--- src/rtl/mcu_mbox_pkg.sv ---
// rtl/mcu_mbox_pkg.sv - shared types and constants for the MCU mailbox SRAM zeroize controller
//
// Holds the zeroize FSM state encoding, the ECC code word that belongs to an
// all-zero data word, and helpers deriving SRAM depth / address width from size.
package mcu_mbox_pkg;

    typedef enum logic [1:0] {
        ST_IDLE = 2'd0,
        ST_ZERO = 2'd1,
        ST_DONE = 2'd2
    } mbox_zero_state_e;

    // ECC encode of 32'h0; written alongside every zero data word.
    localparam logic [6:0] MCU_MBOX_ZERO_ECC = 7'h00;

    function automatic int mbox_sram_depth(input int size_kb);
        return size_kb * 1024 / 4;
    endfunction

    function automatic int mbox_sram_addr_w(input int size_kb);
        return $clog2(size_kb * 1024 / 4);
    endfunction

endpackage

--- src/rtl/mcu_mbox_sram_zeroize_ctrl_if.sv ---
// rtl/mcu_mbox_sram_zeroize_ctrl_if.sv - SRAM request bundle (chip select, write enable, address, data, ECC)
//
// master: drives a request (the controller's SRAM side).
// slave : receives a request (the controller's CSR/host side).
interface mcu_mbox_sram_zeroize_ctrl_if #(
    parameter int ADDR_W = 17
);
    logic              cs;
    logic              we;
    logic [ADDR_W-1:0] addr;
    logic [31:0]       wdata;
    logic [6:0]        ecc;

    modport master (output cs, we, addr, wdata, ecc);
    modport slave  (input  cs, we, addr, wdata, ecc);
endinterface

--- src/rtl/mcu_mbox_sram_zeroize_ctrl.sv ---
// rtl/mcu_mbox_sram_zeroize_ctrl.sv - MCU mailbox SRAM zeroize sequencer and port arbiter
//
// On mailbox release (zero_start) the block takes the SRAM port, writes zero
// data with matching ECC over the used word range, pulses zero_done, then
// returns the port to the CSR side. Outside zeroization host requests pass
// straight through with zero latency; while busy they are dropped.
//
// Ports:
//   clk, rst          clock, synchronous active-high reset
//   zero_start        one-cycle pulse on mailbox release
//   mbox_dlen         mailbox DLEN in bytes, sampled with zero_start
//   host   (slave)    CSR-side SRAM request
//   host_gnt          host request forwarded this cycle
//   host_drop         host request seen while busy and discarded
//   sram   (master)   request to the SRAM
//   zero_in_progress  engine owns the SRAM (ZERO or DONE)
//   zero_done         one-cycle completion pulse
//
// Build option: MCU_MBOX_ZEROIZE_DLEN_EN limits zeroization to the DLEN range;
// without it the whole SRAM is always zeroed and mbox_dlen is ignored.
module mcu_mbox_sram_zeroize_ctrl
    import mcu_mbox_pkg::*;
#(
    parameter int MCU_MBOX_SRAM_SIZE_KB = 512
) (
    input  logic                          clk,
    input  logic                          rst,
    input  logic                          zero_start,
    input  logic [31:0]                   mbox_dlen,
    mcu_mbox_sram_zeroize_ctrl_if.slave   host,
    output logic                          host_gnt,
    output logic                          host_drop,
    mcu_mbox_sram_zeroize_ctrl_if.master  sram,
    output logic                          zero_in_progress,
    output logic                          zero_done
);

    localparam int SRAM_DEPTH  = mbox_sram_depth(MCU_MBOX_SRAM_SIZE_KB);
    localparam int SRAM_ADDR_W = mbox_sram_addr_w(MCU_MBOX_SRAM_SIZE_KB);

    mbox_zero_state_e        state;
    logic [SRAM_ADDR_W-1:0]  cnt;
    logic [SRAM_ADDR_W-1:0]  last_idx;
    logic [SRAM_ADDR_W-1:0]  last_idx_d;
    logic                    range_empty;

`ifdef MCU_MBOX_ZEROIZE_DLEN_EN
    // 33-bit ceiling so dlen = 32'hFFFF_FFFF cannot overflow before the clamp.
    logic [32:0] dlen_words;

    always_comb begin
        dlen_words  = ({1'b0, mbox_dlen} + 33'd3) >> 2;
        range_empty = (dlen_words == 33'd0);
        if (dlen_words >= 33'(SRAM_DEPTH)) begin
            last_idx_d = SRAM_ADDR_W'(SRAM_DEPTH - 1);
        end else begin
            last_idx_d = SRAM_ADDR_W'(dlen_words - 33'd1);
        end
    end
`else
    logic unused_dlen;
    assign unused_dlen = ^mbox_dlen;
    assign range_empty = 1'b0;
    assign last_idx_d  = SRAM_ADDR_W'(SRAM_DEPTH - 1);
`endif

    always_ff @(posedge clk) begin
        if (rst) begin
            state            <= ST_IDLE;
            cnt              <= '0;
            last_idx         <= '0;
            zero_in_progress <= 1'b0;
            zero_done        <= 1'b0;
        end else begin
            case (state)
                ST_IDLE: begin
                    if (zero_start) begin
                        cnt              <= '0;
                        last_idx         <= last_idx_d;
                        zero_in_progress <= 1'b1;
                        if (range_empty) begin
                            state     <= ST_DONE;
                            zero_done <= 1'b1;
                        end else begin
                            state <= ST_ZERO;
                        end
                    end
                end
                ST_ZERO: begin
                    // Stopping at last_idx keeps cnt from wrapping at SRAM_DEPTH-1.
                    if (cnt == last_idx) begin
                        state     <= ST_DONE;
                        zero_done <= 1'b1;
                    end else begin
                        cnt <= cnt + SRAM_ADDR_W'(1);
                    end
                end
                ST_DONE: begin
                    state            <= ST_IDLE;
                    zero_done        <= 1'b0;
                    zero_in_progress <= 1'b0;
                end
                default: begin
                    state            <= ST_IDLE;
                    zero_done        <= 1'b0;
                    zero_in_progress <= 1'b0;
                end
            endcase
        end
    end

    // Port mux: host pass-through in IDLE; while busy the host is fully
    // isolated and only the zero writes (ZERO state) reach the SRAM.
    always_comb begin
        sram.cs    = host.cs;
        sram.we    = host.we;
        sram.addr  = host.addr;
        sram.wdata = host.wdata;
        sram.ecc   = host.ecc;
        host_gnt   = host.cs;
        host_drop  = 1'b0;
        if (zero_in_progress) begin
            host_gnt   = 1'b0;
            host_drop  = host.cs;
            sram.cs    = 1'b0;
            sram.we    = 1'b0;
            sram.addr  = '0;
            sram.wdata = 32'h0;
            sram.ecc   = 7'h00;
            if (state == ST_ZERO) begin
                sram.cs    = 1'b1;
                sram.we    = 1'b1;
                sram.addr  = cnt;
                sram.ecc   = MCU_MBOX_ZERO_ECC;
            end
        end
    end

endmodule

--- src/flat_wrapper.sv ---
// flat-port wrapper written by rule: the top's interface ports become plain ports
module mcu_mbox_sram_zeroize_ctrl_flat import mcu_mbox_pkg::*;
#(
    parameter int MCU_MBOX_SRAM_SIZE_KB = 512
)
  (clk, rst, zero_start, mbox_dlen, host_gnt, host_drop, zero_in_progress, zero_done, host_cs, host_we, host_addr, host_wdata, host_ecc, sram_cs, sram_we, sram_addr, sram_wdata, sram_ecc);
  mcu_mbox_sram_zeroize_ctrl_if #(.ADDR_W((8))) host_i ();
  mcu_mbox_sram_zeroize_ctrl_if #(.ADDR_W((8))) sram_i ();
  input  logic clk;
  input  logic rst;
  input  logic zero_start;
  input  logic [31:0] mbox_dlen;
  output logic host_gnt;
  output logic host_drop;
  output logic zero_in_progress;
  output logic zero_done;
  input wire logic [$bits(host_i.cs)-1:0] host_cs;
  input wire logic [$bits(host_i.we)-1:0] host_we;
  input wire logic [$bits(host_i.addr)-1:0] host_addr;
  input wire logic [$bits(host_i.wdata)-1:0] host_wdata;
  input wire logic [$bits(host_i.ecc)-1:0] host_ecc;
  output wire logic [$bits(sram_i.cs)-1:0] sram_cs;
  output wire logic [$bits(sram_i.we)-1:0] sram_we;
  output wire logic [$bits(sram_i.addr)-1:0] sram_addr;
  output wire logic [$bits(sram_i.wdata)-1:0] sram_wdata;
  output wire logic [$bits(sram_i.ecc)-1:0] sram_ecc;
  assign host_i.cs = host_cs;
  assign host_i.we = host_we;
  assign host_i.addr = host_addr;
  assign host_i.wdata = host_wdata;
  assign host_i.ecc = host_ecc;
  assign sram_cs = sram_i.cs;
  assign sram_we = sram_i.we;
  assign sram_addr = sram_i.addr;
  assign sram_wdata = sram_i.wdata;
  assign sram_ecc = sram_i.ecc;
  mcu_mbox_sram_zeroize_ctrl #(.MCU_MBOX_SRAM_SIZE_KB(MCU_MBOX_SRAM_SIZE_KB)) u_core (.clk(clk), .rst(rst), .zero_start(zero_start), .mbox_dlen(mbox_dlen), .host(host_i), .host_gnt(host_gnt), .host_drop(host_drop), .sram(sram_i), .zero_in_progress(zero_in_progress), .zero_done(zero_done));
endmodule
--- config.mk ---
export PLATFORM = sky130hd
export DESIGN_NAME = mcu_mbox_sram_zeroize_ctrl_flat
export DESIGN_NICKNAME = d
export VERILOG_FILES = /design/src/rtl/mcu_mbox_pkg.sv /design/src/rtl/mcu_mbox_sram_zeroize_ctrl_if.sv /design/src/rtl/mcu_mbox_sram_zeroize_ctrl.sv /design/src/flat_wrapper.sv
export SDC_FILE = /design/constraint.sdc
export NUM_CORES = 1
export LEC_CHECK = 0
export ABC_AREA = 1
export ABC_CLOCK_PERIOD_IN_PS = 1800
export CAP_MARGIN = 20
export CELL_PAD_IN_SITES_DETAIL_PLACEMENT = 1
export CELL_PAD_IN_SITES_GLOBAL_PLACEMENT = 1
export CORE_MARGIN = 2
export CORE_UTILIZATION = 38
export DETAILED_ROUTE_END_ITERATION = 8
export DONT_BUFFER_PORTS = 1
export MAX_ROUTING_LAYER = met4
export PLACE_DENSITY = 0.83
export SETUP_SLACK_MARGIN = 0.2
export SLEW_MARGIN = 30
export SYNTH_ARGS = -nofsm -noshare
export SYNTH_HDL_FRONTEND = slang
export SYNTH_SLANG_ARGS = --single-unit
--- constraint.sdc ---
create_clock -name clk -period 1.8 [get_ports clk]
set_input_delay 0.27 -clock clk [delete_from_list [all_inputs] [get_ports clk]]
set_output_delay 0.27 -clock clk [all_outputs]
set_load 0.01 [all_outputs]
Run 1, a small window of the routed layout:
Window x 44 to 64, y 44 to 64 um. Cells in grey, sequential cells in the stronger grey; small squares are vias.
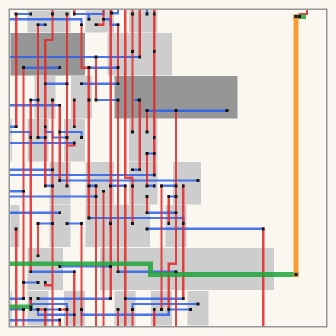
legend:
  orange:
    layer: M4
  red:
    layer: M2
  blue:
    layer: M1
  green:
    layer: M3
most frequent: nand2_1 (6), nor2_1 (5), nand3_1 (3)
cells with their middle in the window: 25
sequential cells in the window: 2
netlist names of flops here include: `u_core.cnt` (2)

Run 1, cell sizes after repair:
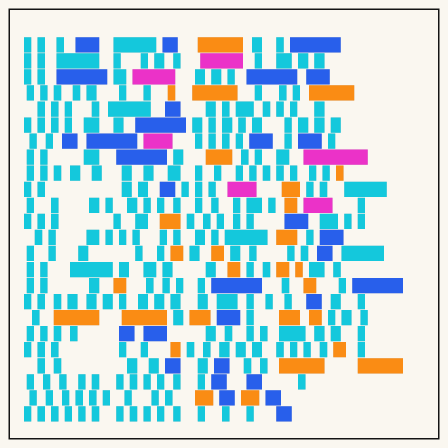
legend:
  cyan:
    size: x1 and smaller
    cells: 264
    most_used: nand2_1
  orange:
    size: x2
    cells: 28
    most_used: dfxtp_2
  magenta:
    size: x6 and larger
    cells: 6
    most_used: clkbuf_8
  blue:
    size: x3 and x4
    cells: 30
    most_used: buf_4

Run 1, placement density heat map:
7 x 7 tiles, from white (low) to dark blue (high), 0 to 100% covered.
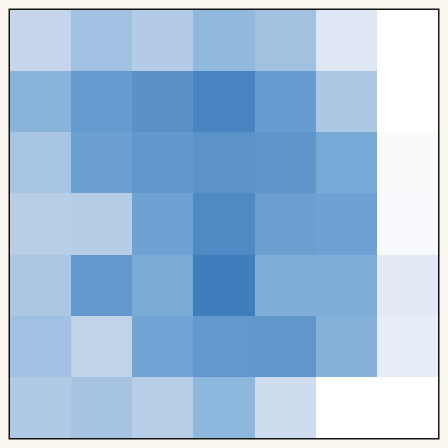
nearly empty tiles: 8.2%
densest ninth of the die: middle
fullest tile: 69%
mean over tiles: 39%
area of the core: 4444 um^2
Core Density at Floorplan: 0.4017

==> impl_metrics.tcl, run 1 <==
# flow metrics
set metrics [dict create \
    status "completed" \
    comb_area_frac 0.5320 \
    drive_above_1_share 0.1951 \
    finalCriticalPeriod_ns 1.578 \
    rsz0062_at_grt "yes" \
    grt_first_pass_wirelength_mm 8.811 \
    crit_required_ns 2.00 \
    slew_violations 0 \
    biggestCellCategory "multi-input combinational cells" \
    postCtsHoldBufs 0 \
    synth_chip_area_um2 1785 \
    rr_worst_depth 6 \
    p_seq_mw 0.517 \
    num_antenna_cells 0 \
    overflow 0 \
    place_congestion 0.8851 \
    avgSynthCellArea_um2 5.597 \
    cpMaxStageDelayCell "dfxtp_1" \
    layout_top_cells "nand2_1, nor2_1, inv_1" \
    logic_gates 224 \
    clock_cell_area_share 0.03411 \
    power.internal_mw 0.9028 \
    p_seq_frac 0.378 \
    drtIter0Drc 108 \
    hold_depth 1 \
    grt_max_degree 20 \
    total_leakage_power_nw 1.016 \
    met3_length_um 306 \
    swShare 0.3407 \
    use_met1 0.2523 \
    die_h_um 72.55 \
    clockRootBuffer "clkbuf_8" \
    syn_inst 319 \
    regArea_um2 479.2 \
    rows 24 \
    p_clk_mw 0.485 \
    muxShareOfSynthArea 0.005606 \
    area_delta_synth_final_pct 17.10 \
    dieArea_um2 5263 \
    synth-xor-area-share 0.009811 \
    clkbuf_count 3 \
    drc 0 \
    htree_levels 1 \
    met1Wirelength_mm 2.320 \
    ys.flop_type "dfxtp_1" \
    numCtsBuffers 3 \
    cp-end-kind "register" \
    place_hpwl_mm 4.213 \
    ys_sh_adder 0.007008 \
    syn_area_um2 1785 \
    flops 22 \
    tool_warnings 59 \
    antenna_found_initial 0 \
    final-hold-violation-count 0 \
    top_logic_kind "simple AND/OR/NAND/NOR gates" \
    highest_layer "met4" \
    rr_startpoint "u_core.cnt[7]$_SDFFE_PP0P_" \
    grtUsageMet3 0.03750 \
    grt_usage 0.2176 \
    hp-start "rst" \
    drv_cap 0 \
    comb_cell_power_mw 0.367 \
    edf_count 0 \
    final_core_utilization 0.4704 \
    p_comb_frac 0.268 \
    clock_power_share 0.354 \
    hold_ws_ns 0.04486 \
    io_pins 137 \
    avgRoutedWirePerCell_um 15.14 \
    finClkSkew_ns 0.006563 \
    placed_area_um2 1896 \
    worst_slack_ns 0.2225 \
]
run 1: sequential cells by signal (all words and copies together) (netlist names):
name,count
u_core.cnt,17
u_core.state,2
u_core.last_idx,1
u_core.zero_done,1
u_core.zero_in_progress,1
run 1: worst max path at each step:
stage                                         startpoint                           to  slack, ns
finish                        u_core.cnt[7]$_SDFFE_PP0P_  u_core.cnt[13]$_SDFFE_PP0P_       0.22
floorplan                   u_core.state[0]$_SDFFE_PP0P_                 sram_addr[0]       0.32
global placement    u_core.zero_in_progress$_SDFFE_PP0P_                 sram_addr[2]       0.17
CTS                          u_core.cnt[13]$_SDFFE_PP0P_   u_core.cnt[2]$_SDFFE_PP0P_       0.21
global route                u_core.state[0]$_SDFFE_PP0P_                 sram_addr[6]       0.15
detailed placement  u_core.zero_in_progress$_SDFFE_PP0P_                 sram_addr[3]        0.1
==> inputs of run 2 (changes only) <==
ABC_AREA = unset   (was 1)
CORE_UTILIZATION = 42   (was 38)
CTS_BUF_LIST = sky130_fd_sc_hd__clkbuf_4 sky130_fd_sc_hd__clkbuf_8   (was unset)
PLACE_DENSITY = 0.86   (was 0.83)
Run 2, placement density heat map:
7 x 7 tiles, from white (low) to dark blue (high), 0 to 100% covered.
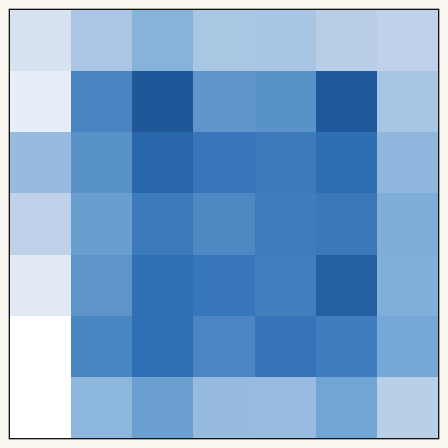
emptiest ninth of the die: bottom left
fullest tile: 84%
mean over tiles: 52%
nearly empty tiles: 4.1%
Core Density at Floorplan: 0.4386
area of the core: 3689 um^2
final core occ: 0.6299

Run 2, a small window of the routed layout:
Window x 40 to 60, y 40 to 60 um. Cells in grey, sequential cells in the stronger grey; small squares are vias.
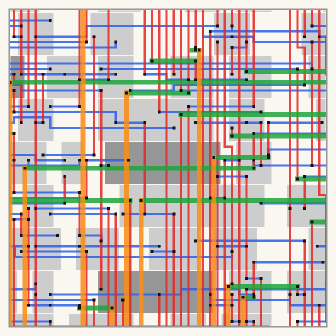
legend:
  green:
    layer: M3
  orange:
    layer: M4
  blue:
    layer: M1
  red:
    layer: M2
netlist names of flops here include: `u_core.cnt` (2)
sequential cells in the window: 2
most frequent: nor2b_1 (9), buf_4 (6), dfxtp_1 (2)
cells with their middle in the window: 27

==> run 2 against run 1 <==
The run now ends with negative setup slack left. Sequential share of layout area decreased by 3.4 points. Synthesized cell count decreased by 32%. Combinational power increased by 7.9%. Final cell count decreased by 20%. Global-route usage increased by 7.6 points. First-iteration DRC count increased by 53%. Largest power group unchanged.
==> impl_metrics.tcl, run 2 <==
# flow metrics
set metrics [dict create \
    r2r-end "u_core.cnt[16]$_SDFFE_PP0P_" \
    dieArea_um2 4365 \
    biggestCellCategory "multi-input combinational cells" \
    top_area_frac 0.2722 \
    grt-busiest-layer "met2" \
    clkbuf_count 3 \
    top_logic_kind "simple AND/OR/NAND/NOR gates" \
    total_power_mw 1.397 \
    die-width_um 66.07 \
    reg.largest.list "u_core.cnt: 17 flops, u_core.state: 2 flops" \
    tool_warnings 61 \
    hold_ws_ns 0.05526 \
    cp_data_arrival_time_ns 2.21 \
    ys_sh_simple 0.4346 \
    drive_above_1_share 0.4094 \
    crit_required_ns 2.03 \
    ys_sh_adder 0.007734 \
    clockRootBuffer "clkbuf_8" \
    grtUsageMet3 0.03237 \
    regMostFlops "u_core.cnt" \
    drv_cap 0 \
    muxShareOfSynthArea 0.01315 \
    use_met1 0.3410 \
    synth_chip_area_um2 1618 \
    ant_nets 0 \
    vias 2030 \
    io_pins 137 \
    hold-path-endpoint "u_core.zero_in_progress$_SDFFE_PP0P_" \
    hold_depth 1 \
    syn_inst 216 \
    cts_resized 22 \
    logic_gates 168 \
    place_hpwl_mm 4.606 \
    rows 22 \
    io_buffers 0 \
    numCtsBuffers 3 \
    rsz0062_at_grt "yes" \
    highest_layer "met4" \
    met1Wirelength_mm 3.147 \
    final-hold-violation-count 0 \
    pre_cts_ws_ns -0.1609 \
    p_per_area_nw_per_um2 601.3 \
    routed_wirelength_mm 8.849 \
    syn_area_um2 1618 \
    clockBufferDepth 2 \
    setup_tns_ns -2.332 \
    r2r_setup_slack_ns -0.18 \
    status "complete, but fails checks" \
    final-nonclk-buf-share 0.1890 \
    common_cells "nor2b_1, dfxtp_1, nand2_1, o21ai_0, nor2_1" \
    synth.distinct_cells 42 \
    dp.cells 287 \
    top_cells_by_area "dfxtp_1, nor2b_1, nand2_1, o21ai_0, nor3_1" \
    finClkSkew_ns 0.01204 \
    syn_nets 301 \
    setup_viol 18 \
    drtIter0Drc 165 \
    final_layout_top_logic_cell "nor2b_1" \
    ys.flops 22 \
    max_freq_mhz 505.0 \
    flops 22 \
    clock_cell_area_share 0.03069 \
    cts_tree "done" \
    met3_length_um 782 \
    worst_slack_ns -0.1803 \
    cts_setup_buffers 2 \
    hold_class "in -> reg" \
    layoutNonFillerInstCount 303 \
    ys_cells 216 \
    grt_first_pass_wirelength_mm 9.273 \
    aoi_share 0.1740 \
    slew_violations 0 \
    firstDrtPassIters 4 \
    numClockSinks 22 \
    yosysTopAreaCell "dfxtp_1" \
    num_antenna_cells 1 \
    placed_area_um2 1917 \
    peakVddDrop_v 0.0006015 \
    logic_area_um2 1264 \
    tightest_slew_ns 0.4492 \
    yosysWarnings 0 \
    layout_top_cells "nor2b_1, buf_4, dfxtp_1" \
    edf_count 0 \
    clk_pin_slew_ns 0.10 \
    grtUsageMet2 0.5328 \
    fin_area_um2 2323 \
    postCtsHoldBufs 0 \
    grt_usage 0.2934 \
    endpoint "u_core.cnt[16]$_SDFFE_PP0P_" \
    most_common_cell "nor2b_1" \
    slew_headroom 0.6999 \
    die_h_um 66.07 \
    avgRoutedWirePerCell_um 29.20 \
    largest_reg_flops 17 \
    cp-start-kind "register" \
    fillers 433 \
    rr_startpoint "u_core.cnt[7]$_SDFFE_PP0P_" \
    synth_seq_share 0.2722 \
    crit_path_start "u_core.cnt[7]$_SDFFE_PP0P_" \
    antenna_found_initial 1 \
    taps 48 \
    place_congestion 0.9025 \
    sh_seq_area 0.1949 \
    drc 0 \
    area_delta_synth_final_pct 43.62 \
    rr_worst_depth 6 \
    async_flop_share 0 \
    criticalPathCategory "reg -> reg" \
    n_all_inverters 9 \
    dr_wl_met2_mm 4.290 \
    avgSynthCellArea_um2 7.490 \
    htree_levels 1 \
    hp-start "rst" \
    violations "negative setup slack" \
    overflow 0 \
    cp-end-kind "register" \
    comb_area_frac 0.5439 \
    ys.flop_type "dfxtp_1" \
    viasPerCell 6.700 \
    nets 340 \
    finalCriticalPeriod_ns 1.980 \
    synth-xor-area-share 0.01624 \
    period_used_share 1.100 \
    total_leakage_power_nw 1.014 \
    regArea_um2 452.9 \
    grt_max_degree 53 \
    buffers 51 \
    clk_latency_ns 0.28 \
    cp_max_fo 6 \
]
-- run 2: cell count changes after synthesis, sizes merged, moves of 5 or more --
| cell | delta |
|---|---|
| nor2b | +45 |
| and4 | +5 |
| buf | +6 |
| nor4 | +7 |
| a31oi | +7 |
| nor2 | -60 |
| a21oi | -11 |
| nand2 | -58 |
| inv | -53 |
| nand3 | -22 |
-- run 2: where the power goes --
part           switching [mW]  leakage [nW]  internal (mW)
sequential             0.0157         0.182          0.497
combinational           0.251         0.796          0.145
clock                   0.190        0.0357          0.298
-- run 2: critical path, cell delays in order, from the launching register on --
cell and delay, ns:
dfxtp_1 0.38, and4_1 0.29, nand2_2 0.12, or4_4 0.47, a311oi_2 0.27, buf_4 0.22
a221o_1 0.17
Power is estimated from default activity; no workload was simulated.
